--- config.mk ---
export PLATFORM = sky130hd
export DESIGN_NAME = pc_target_unit
export DESIGN_NICKNAME = d
export VERILOG_FILES = /design/src/rtl/pc_target_unit.sv
export SDC_FILE = /design/constraint.sdc
export NUM_CORES = 1
export LEC_CHECK = 0
export CAP_MARGIN = 20
export CORE_AREA = 10 10 117 119
export CTS_BUF_LIST = sky130_fd_sc_hd__clkbuf_4
export CTS_CLUSTER_DIAMETER = 30
export CTS_CLUSTER_SIZE = 30
export DETAILED_ROUTE_END_ITERATION = 7
export DIE_AREA = 0 0 127 129
export MAX_ROUTING_LAYER = met4
export PLACE_DENSITY = 0.95
export REMOVE_ABC_BUFFERS = 1
export SETUP_SLACK_MARGIN = 0.05
export SLEW_MARGIN = 20
export SYNTH_ARGS = -nofsm -noshare
export SYNTH_HDL_FRONTEND = slang
export SYNTH_SLANG_ARGS = --single-unit
--- constraint.sdc ---
create_clock -name clk -period 4.32 [get_ports clk]
set_clock_uncertainty 0.2 [all_clocks]
set_input_delay 0.648 -clock clk [delete_from_list [all_inputs] [get_ports clk]]
set_output_delay 0.648 -clock clk [all_outputs]
set_load 0.01 [all_outputs]
--- src/rtl/pc_target_unit.sv ---
// Program counter with branch / jump / register-jump target generation.
// A redirect presented while stalled is captured (one deep, latest wins)
// and applied on the next enabled cycle.
module pc_target_unit #(
    parameter int unsigned       ADDR_W   = 32,
    parameter int unsigned       IDX_W    = 26,
    parameter int unsigned       SHIFT    = 2,
    parameter logic [ADDR_W-1:0] RESET_PC = '0
) (
    input  logic              clk,
    input  logic              rst,
    input  logic              en,
    input  logic              req,
    input  logic [1:0]        mode,
    input  logic [IDX_W-1:0]  idx,
    input  logic [15:0]       imm,
    input  logic [ADDR_W-1:0] rs_val,
    output logic [ADDR_W-1:0] pc,
    output logic [ADDR_W-1:0] pc_inc,
    output logic              pending,
    output logic              misalign
);

    typedef enum logic [1:0] {
        MODE_SEQ    = 2'b00,
        MODE_BRANCH = 2'b01,
        MODE_JUMP   = 2'b10,
        MODE_REG    = 2'b11
    } mode_t;

    generate
        if (IDX_W + SHIFT > ADDR_W) begin : g_bad_widths
            $error("pc_target_unit: IDX_W + SHIFT must not exceed ADDR_W");
        end
    endgenerate

    // Instruction size in bytes.
    localparam logic [ADDR_W-1:0] INC        = ADDR_W'(1) << SHIFT;
    // Clears the low SHIFT bits; all ones when SHIFT = 0.
    localparam logic [ADDR_W-1:0] LOW_MASK   = {ADDR_W{1'b1}} << SHIFT;
    // Bits of pc_inc kept by a jump; shifting by the full width yields zero,
    // which covers the empty upper-field case.
    localparam logic [ADDR_W-1:0] UPPER_MASK = {ADDR_W{1'b1}} << (IDX_W + SHIFT);

    mode_t             kind;
    logic              effective;
    logic              rs_misaligned;
    logic [ADDR_W-1:0] idx_ext;
    logic [ADDR_W-1:0] imm_ext;
    logic [ADDR_W-1:0] branch_target;
    logic [ADDR_W-1:0] jump_target;
    logic [ADDR_W-1:0] reg_target;
    logic [ADDR_W-1:0] target;
    logic [ADDR_W-1:0] stored;

    assign kind      = mode_t'(mode);
    assign pc_inc    = pc + INC;
    assign effective = req && (kind != MODE_SEQ);

    // Target computation from the current pc and the redirect fields.
    always_comb begin
        idx_ext              = '0;
        idx_ext[IDX_W-1:0]   = idx;
        imm_ext              = ADDR_W'($signed(imm));
        branch_target        = pc_inc + (imm_ext << SHIFT);
        jump_target          = (pc_inc & UPPER_MASK) | (idx_ext << SHIFT);
        reg_target           = rs_val & LOW_MASK;
        rs_misaligned        = (kind == MODE_REG) && ((rs_val & ~LOW_MASK) != '0);
        target               = '0;
        case (kind)
            MODE_BRANCH: target = branch_target;
            MODE_JUMP:   target = jump_target;
            MODE_REG:    target = reg_target;
            default:     target = '0;
        endcase
    end

    // PC advance, redirect capture while stalled, and misalign pulse.
    always_ff @(posedge clk or posedge rst) begin
        if (rst) begin
            pc       <= RESET_PC;
            pending  <= 1'b0;
            stored   <= '0;
            misalign <= 1'b0;
        end else begin
            misalign <= effective && rs_misaligned;
            if (en) begin
                pending <= 1'b0;
                if (effective) begin
                    pc <= target;
                end else if (pending) begin
                    pc <= stored;
                end else begin
                    pc <= pc_inc;
                end
            end else if (effective) begin
                stored  <= target;
                pending <= 1'b1;
            end
        end
    end

endmodule

run_1/final_congestion.png
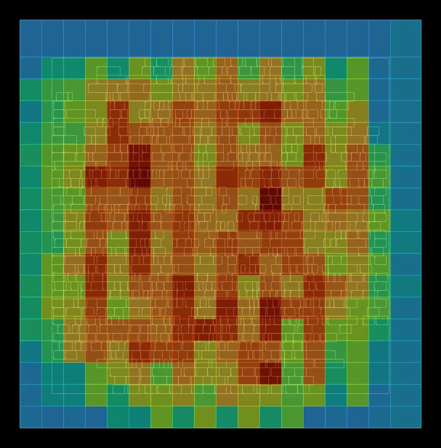
gr busiest metal: met2
met3 usage: 6.24%

run_1/cell_classes.png
Bar = 50 um. Fill, decap, tap and diode cells in gray.
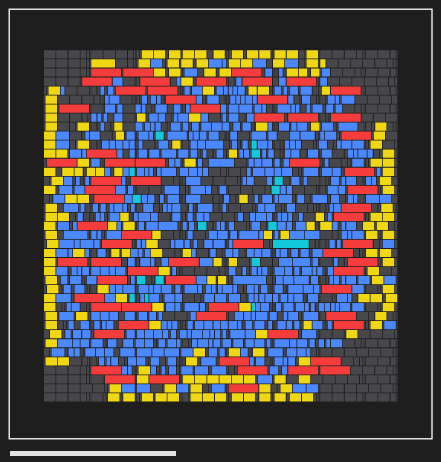
legend:
  yellow:
    class: other buffers and delay cells
    cells: 176
    share_of_their_area: 23%
  cyan:
    class: clock drivers and dummy loads
    cells: 16
    share_of_their_area: 1.7%
  blue:
    class: all other logic
    cells: 590
    share_of_their_area: 54%
  red:
    class: flip-flops
    cells: 66
    share_of_their_area: 22%
design area: 7680 um^2
utilization after layout: 67.9%
Seq area share: 21.5%

run_1/met1.png
Supply wires on this layer in gray.
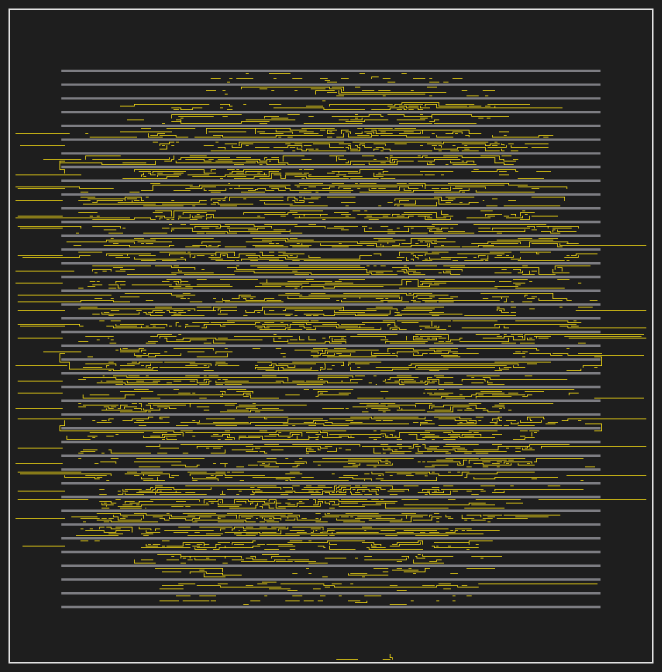
longest straight run: 39.1 um
nets with wire on the layer: 895
routed vias: 6255
met1 Usage GRT: 31.1%
routed wire length: 20900 um

run_1/density.png
13 x 13 tiles, from white (low) to dark blue (high), 0 to 100% covered.
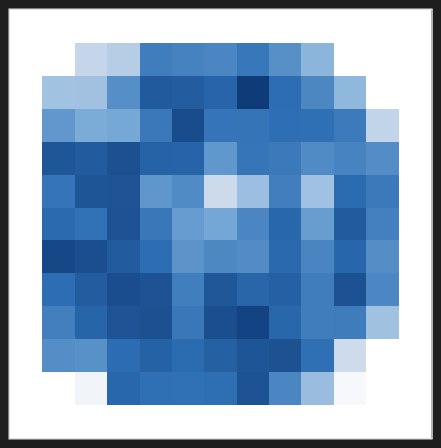
fullest tile: 95%
nearly empty tiles: 33%
mean over tiles: 46%
tiles over 75% full: 28%
Pre-Place Util: 51.2%
core area: 11300 um^2

==> Changelog: implementation, run 1 <==
### Changed

* Internal at 1710 uW
* Clk network pwr share at 14.1%
* Post-DRT Antenna Nets at 0
* Sequential Power at 874 uW
* Commonest flop: dfrtp_1
* Final worst path period need at between 4 and 5 ns
* Logic pwr share at a little under three fifths
* Biggest regs: pc (32), stored (32)
* Power density over the cells at 387 nW/um^2
* Final nets at 958
* Sw Share at 42.6%
* Peak supply drop at 0.000295 V
* Max Clk Rate at approximately 0.25 GHz
* XOR/XNOR Area Share at 6.62%
* Max-slew violation count at 0
* H-Tree Level Count at 3
* DRC viols at 0
* Chip area in the Yosys report at 5800 um^2
* CTS tree: yes
* Biggest consumer: combinational cells
* Num CTS Buffers at 9
* Insertion delay at the late pin of the worst-skew pair at 0.42 ns
* Synth cell types at 68
* Clk Tree Root Cell: clkbuf_4
* Total of cells resized after clock tree synthesis at 0
* CP delay by family, top: simple AND/OR/NAND/NOR gates
* DR iter-0 viols at 635
* Setup bufs post-CTS at 0
* MaxCap Viol Count at 0
* Chip width at between 100 and 150 um
* IO buf count at 145
* M2 GR Usage at 41.3%
* CP endpoint kind: flip-flop
* Dominant kind of combinational cell: AND-OR/OR-AND gates
* Pre-CTS setup slack at 0.147 ns
* Final worst-path cycle share at 93.6%
* Flops after synth at between 60 and 70
* Max layer used: met4
* Vias in the first global route at 6302
* Global-route wire length before repair at around 33000 um
* Clock Sink Count at 66
* CP arrival at 4.13 ns
* Gr ovfl total at 0
* Post-Syn Area at 5800 um^2
* Wire length per cell at 21.1 um
* Tool Warnings at 29
* Complex-gate fraction of the synthesized area at 25.4%
* Placer Congestion at 1.01
* Metal-1 WL at 8520 um
* Yosys warning total at 0
* Chip area at 16400 um^2
* Count of library flops with an enable pin at 0
* Count leader, synth: nand2_1
* Overall power at 2970 uW
* Reg clk slew, reported paths at 0.13 ns
* RSZ-0062 raised after global routing: no
* Pin count of the biggest net entering global routing at between 40 and 50
* Cell chain of the critical path: nand4_1 > nand4bb_4 > nor2_2 > nand4_1 > xnor2_1 > ha_1 > a21oi_1 > o21bai_1 > a21oi_1 > o211ai_1 > or3_1 > a32oi_1 > o21ai_0
* Main area contributors: dfrtp_1 28%, ha_1 7.3%, o21ai_0 5.0%
* HP Start: stored[8]
* Comb pwr at approximately 1700 uW
* Basic Gates by Area at between 15 and 20%
* Status: finished clean
* Critical-path maximum fanout at 8
* Hold_buf cts at 0
* Area leader share at 28.5%
* Commonest Layout Cell: clkdlybuf4s50_1
* Synthesized instance count at 698
* Endpoints failing setup at 0
* Slowest CP cell: dfrtp_1
* Met3 wire length at 1960 um
* Slew @ Worst Pin at 1.06 ns
* Fraction of layout cells with a size suffix above 1 at 10.3%
* Leakage at around 0.0032 uW
* Met2 WL at around 10000 um
* Worst hold path depth at 2
* Hold Fails Final Rpt at 0
* Hold EP: stored[8]
* Buf/Inv on CP at 0
* Worst path required time at 4.40 ns
* Setup crit start: pc[9]
* Critical path startpoint category: flip-flop
* Synth Seq Share at between 20 and 30%
* NetSw at 1270 uW
* Ports at 146
* Setup slack, reg-to-reg at between 0.2 and 0.3 ns
* Vias per std cell at 6.31
* CP peak stage delay at 0.48 ns
* Ant diodes at 0
* Share of flip-flops with an asynchronous set or reset at 100%
* Critical R2R Capture: pc[29]
* Dpl hpwl at 15900 um
* Max-slew headroom at 29.5%
* Crit. path cell count at 13
* Clock Power at 420 uW
* Adder Share, Synth at 7.68%
* CTS Buffer Depth at 2
* # Cells Yosys at 698
* Die Y at 129 um
* Reg2Reg Depth at 13
* Worst Hold Class: reg -> reg
* DRT Pass-1 Iters at 5
* Worst R2R Start: pc[9]
* Synth mux share at 8.33%
* Avg Cell Area, Syn at 8.31 um^2
* Reg power frac at between 20% and 30%
* Top post-synthesis cells by count: 75 x nand2_1, 66 x dfrtp_1, 58 x o21ai_0, 54 x nor2_1
* Cell Rows at 39
* Area growth syn-to-layout at 32.5%
* CP Class: reg -> reg
* Worst Setup EP: pc[29]
* Final setup TNS at 0 ns
* GRT Util Overall at 25.5%
* Post-route setup slack at 0.278 ns
* Post-synth top area cell: dfrtp_1
* Antenna violations before repair at 0
* Highest-count cells in the layout ignoring fill and taps: 144 x clkdlybuf4s50_1, 75 x nand2_1, 66 x dfrtp_1, 58 x o21ai_0, 50 x nor2_1
-- run 1: stage by stage --
| stage | cells | area, um^2 | hold WS (ns) | util (%) |
|---|---|---|---|---|
| 4_1_cts | 990 | 7600 | 0.289 | 67.2 |
| 6_report | 991 | 7680 | 0.286 | 67.9 |
| 3_3_place_gp | 973 | 7470 | 0.250 | 66.0 |
| 3_5_place_dp | 974 | 7480 | 0.261 | 66.0 |
| 5_1_grt | 991 | 7680 | 0.315 | 67.9 |
| 2_1_floorplan | 656 | 5620 | 0.239 | - |
-- run 1: area by class of cell --
type | count | area, um^2
inverters | 18 | 67.6
fillers | 937 | 3640
well taps | 143 | 179
clock inverters | 7 | 60.1
multi-input cells | 572 | 3970
flip-flops and latches | 66 | 1650
clock buffers | 9 | 67.6
repair buffers | 176 | 1690
run_1/met4.png
Bar = 50 um. Supply wires on this layer in gray. Cells faint in the background.
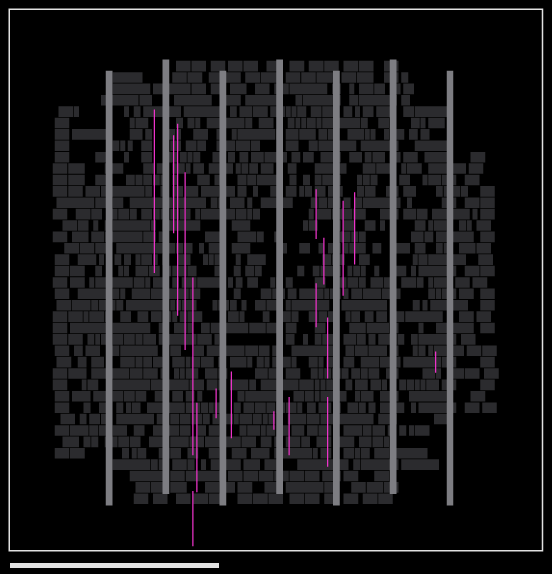

==> run 1 -> run 2 <==
--- a/config.mk
+++ b/config.mk
@@ -6,14 +6,13 @@
 export NUM_CORES = 1
 export LEC_CHECK = 0
 export CAP_MARGIN = 20
-export CORE_AREA = 10 10 117 119
-export CTS_BUF_LIST = sky130_fd_sc_hd__clkbuf_4
+export CORE_AREA = 10 10 118 120
 export CTS_CLUSTER_DIAMETER = 30
 export CTS_CLUSTER_SIZE = 30
 export DETAILED_ROUTE_END_ITERATION = 7
-export DIE_AREA = 0 0 127 129
+export DIE_AREA = 0 0 128 130
 export MAX_ROUTING_LAYER = met4
-export PLACE_DENSITY = 0.95
+export PLACE_DENSITY = 0.93
 export REMOVE_ABC_BUFFERS = 1
 export SETUP_SLACK_MARGIN = 0.05
 export SLEW_MARGIN = 20
run_2/met4.png
Bar = 50 um. Supply wires on this layer in gray. Cells faint in the background.
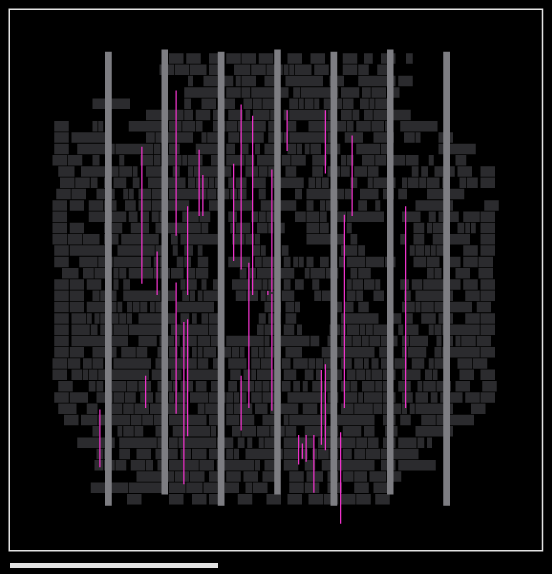
nets with wire on the layer: 19
longest straight run: 48.3 um
share of all routed wire: 3.2%
wire length on this layer: 681 um
main direction: vertical
routed wire length: 21400 um
routed vias: 6309

==> run 2 against run 1 <==
Sequential share of layout area is 0.34 points lower. Cell count decreased by 0.10%. Count of clock-buffer cells in the layout increased by 4. Global-route usage is 0.46 points higher. Sequential power is 2% higher. Clock power is 67% higher. Synthesized cell count stayed put. Largest power group unchanged. Via count up 0.86%. Non-clock buffer count shrank 4. Fmax down 0.51%. Utilization is 1.2 points lower. Highest routed layer unchanged.
==> Changelog: implementation, run 2 <==
### Changed

* Highest-count cells in the layout ignoring fill and taps: 144 x clkdlybuf4s50_1, 75 x nand2_1, 66 x dfrtp_1, 58 x o21ai_0, 48 x nor2_1
* Synth Seq Share at 28.5% (unchanged)
* Ant diodes at 0 (unchanged)
* Pre-CTS setup slack at 0.0602 ns (-0.0870 ns)
* Critical path startpoint category: flip-flop
* Commonest Layout Cell: clkdlybuf4s50_1
* CP peak stage delay at 0.43 ns (-0.05 ns)
* Crit. path cell count at 13 (unchanged)
* XOR/XNOR Area Share at 6.62% (unchanged)
* Met3 wire length at 2010 um (+2.9%)
* DR iter-0 viols at 470 (-26%)
* Setup crit start: pc[4]
* Commonest flop: dfrtp_1
* Leakage at 0.00325 uW (+1.2%)
* Sequential Power at 888 uW (+2%)
* Worst Setup EP: pc[30]
* Tool Warnings at 29 (unchanged)
* NetSw at 1320 uW (+3.8%)
* Post-DRT Antenna Nets at 0 (unchanged)
* Max Clk Rate at 0.246 GHz (-0.51%)
* Pre-Place Util at 49.5% (-1.7 points)
* Basic Gates by Area at 19.2% (unchanged)
* Max layer used: met4
* Worst hold slack at 0.282 ns (-0.00424 ns)
* Reg power frac at 27.2% (-2.2 points)
* Overall power at 3270 uW (+9.9%)
* Pin count of the biggest net entering global routing at 47 (unchanged)
* GRT Util Overall at 25.9% (+0.46 points)
* Chip area in the Yosys report at 5800 um^2 (unchanged)
* Cell chain of the critical path: and3_1 > nand3_2 > nor2_1 > xor2_1 > ha_1 > a21oi_1 > o21ai_0 > or3_1 > a21oi_4 > o221ai_1 > nor4b_1 > nor4_1 > o221ai_1
* DRC viols at 0 (unchanged)
* Final worst path period need at 4.06 ns (+0.0209 ns)
* Flops after synth at 66 (unchanged)
* Worst hold path depth at 2 (unchanged)
* RSZ-0062 raised after global routing: no
* Placed cells at 974 (unchanged)
* Antenna violations before repair at 0 (unchanged)
* Final nets at 954 (-0.42%)
* Dpl cell area at 7450 um^2 (-0.33%)
* Wire length per cell at 21.6 um (+2.4%)
* Logic pwr share at 51.4% (-5.1 points)
* Reg2Reg Depth at 13 (unchanged)
* Dominant kind of combinational cell: AND-OR/OR-AND gates
* CP arrival at 4.05 ns (-0.08 ns)
* Metal-1 WL at 8510 um (-0.16%)
* Placer Congestion at 1.02 (+1.3%)
* Vias per std cell at 6.37 (+0.97%)
* Insertion delay at the late pin of the worst-skew pair at 0.35 ns (-0.07 ns)
* Critical R2R Capture: pc[30]
* Internal at 1950 uW (+14%)
* Yosys warning total at 0 (unchanged)
* CTS tree: yes
* Post-Syn Area at 5800 um^2 (unchanged)
* Fraction of layout cells with a size suffix above 1 at 9.96% (-0.30 points)
* CP delay by family, top: simple AND/OR/NAND/NOR gates
* Die Y at 130 um (+0.78%)
* # Cells Yosys at 698 (unchanged)
* Clock Sink Count at 66 (unchanged)
* Total of cells resized after clock tree synthesis at 2 (+2)
* Hold_buf cts at 0 (unchanged)
* Adder Share, Synth at 7.68% (unchanged)
* Sw Share at 40.3% (-2.3 points)
* M2 GR Usage at 41.4% (+0.18 points)
* IO buf count at 145 (unchanged)
* MaxCap Viol Count at 0 (unchanged)
* Filler cells at 962 (+2.7%)
* Count of library flops with an enable pin at 0 (unchanged)
* Synth mux share at 8.33% (unchanged)
* Final worst-path cycle share at 94.1% (+0.48 points)
* Chip area at 16600 um^2 (+1.6%)
* Chip width at 128 um (+0.79%)
* Worst R2R Start: pc[4]
* Final setup TNS at 0 ns (unchanged)
* Vias in the first global route at 6326 (+0.38%)
* Top post-synthesis cells by count: 75 x nand2_1, 66 x dfrtp_1, 58 x o21ai_0, 54 x nor2_1
* Setup bufs post-CTS at 0 (unchanged)
* Count leader, synth: nand2_1
* Area leader share at 28.5% (unchanged)
* Design area at 7810 um^2 (+1.6%)
* Post-synth top area cell: dfrtp_1
* Main area contributors: dfrtp_1 28%, ha_1 7.3%, o21ai_0 5.0%
* Slew @ Worst Pin at 0.738 ns (-0.319 ns)
* Dpl hpwl at 16000 um (+0.46%)
* Synthesized instance count at 698 (unchanged)
* CP Class: reg -> reg
* Peak supply drop at 0.000291 V (-1.2%)
* Complex-gate fraction of the synthesized area at 25.4% (unchanged)
* Critical-path maximum fanout at 10 (+2)
* Clk network pwr share at 21.5% (+7.4 points)
* Gr busiest metal: met2
* Ports at 146 (unchanged)
* Biggest consumer: combinational cells
* Area growth syn-to-layout at 34.6%
* CTS Buffer Depth at 2 (unchanged)
* Met3 usage at 5.27% (-0.97 points)
* Power density over the cells at 418 nW/um^2 (+8.1%)
* Buf/Inv on CP at 0 (unchanged)
* Hold EP: stored[6]
* Max-slew violation count at 0 (unchanged)
* Clock Power at 702 uW (+67%)
* Gr ovfl total at 0 (unchanged)
* Max-slew headroom at 50.7% (+21 points)
* Clk Tree Root Cell: clkbuf_16
* DRT Pass-1 Iters at 5 (unchanged)
* Utilization after layout at 66.7% (-1.2 points)
* Global-route wire length before repair at 33600 um (+0.85%)
* Avg Cell Area, Syn at 8.31 um^2 (unchanged)
* Setup slack, reg-to-reg at 0.26 ns (-0.02 ns)
* H-Tree Level Count at 3 (unchanged)
* Num CTS Buffers at 9 (unchanged)
* Slowest CP cell: dfrtp_1
* Layout Cells excl Fill at 990 (-0.10%)
* Worst path required time at 4.31 ns (-0.09 ns)
* Hold Fails Final Rpt at 0 (unchanged)
* Status: finished clean
* Synth cell types at 68 (unchanged)
* Core area at 11700 um^2 (+3.4%)
* Biggest regs: pc (32), stored (32)
* Worst Hold Class: reg -> reg
* Share of flip-flops with an asynchronous set or reset at 100% (unchanged)
run_2/met1.png
Supply wires on this layer in gray.
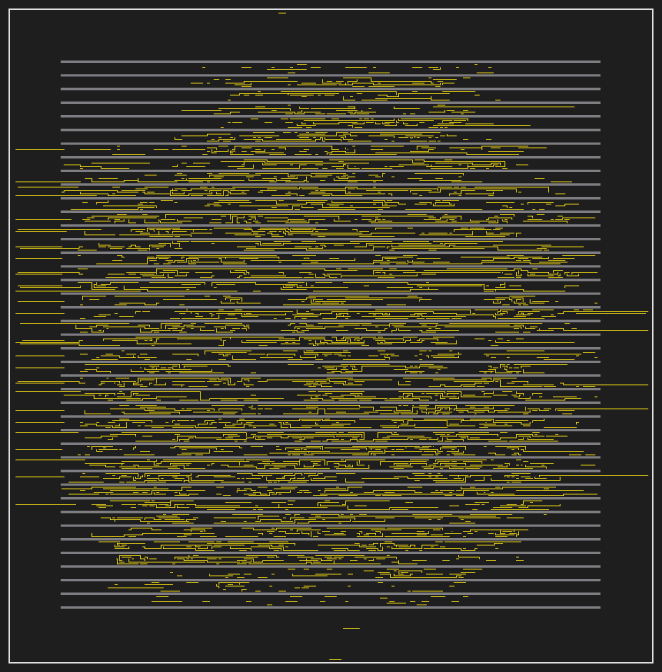
nets with wire on the layer: 878
share of all routed wire: 40%
wire length on this layer: 8510 um
met1 Usage GRT: 31.2%

## run 2: cell types whose count changed in the layout (fill, tap and decap cells not counted), moves of 2 or more
cell       change
buf_4          -3
clkbuf_1       +2
clkbuf_16      +9
clkbuf_4       -9
clkbuf_8       +2
clkinv_1       -2
clkinv_2       -2
nor2_1         -2
## run 2: logic make-up after synthesis
logic type	count (synthesis)
and+or+nand+nor	225
adders and majority gates	35
DFF	66
xor gates and xnor gates	43
buffers and inverters	60
AOI/OAI and AO/OA	223
muxes	46
## run 2: cell type report
type                       count  area [um^2]  area share [%]
multi-input combinational    572         3980            51.0
sequential                    66         1650            21.2
timing repair buffer         172         1650            21.1
clock buffer                  13          260            3.33
tap                          147          184            2.36
inverter                      18         67.6           0.865
clock inverter                 2         12.5           0.160
Power figures rest on the tool's default switching activity, not on a simulated workload.
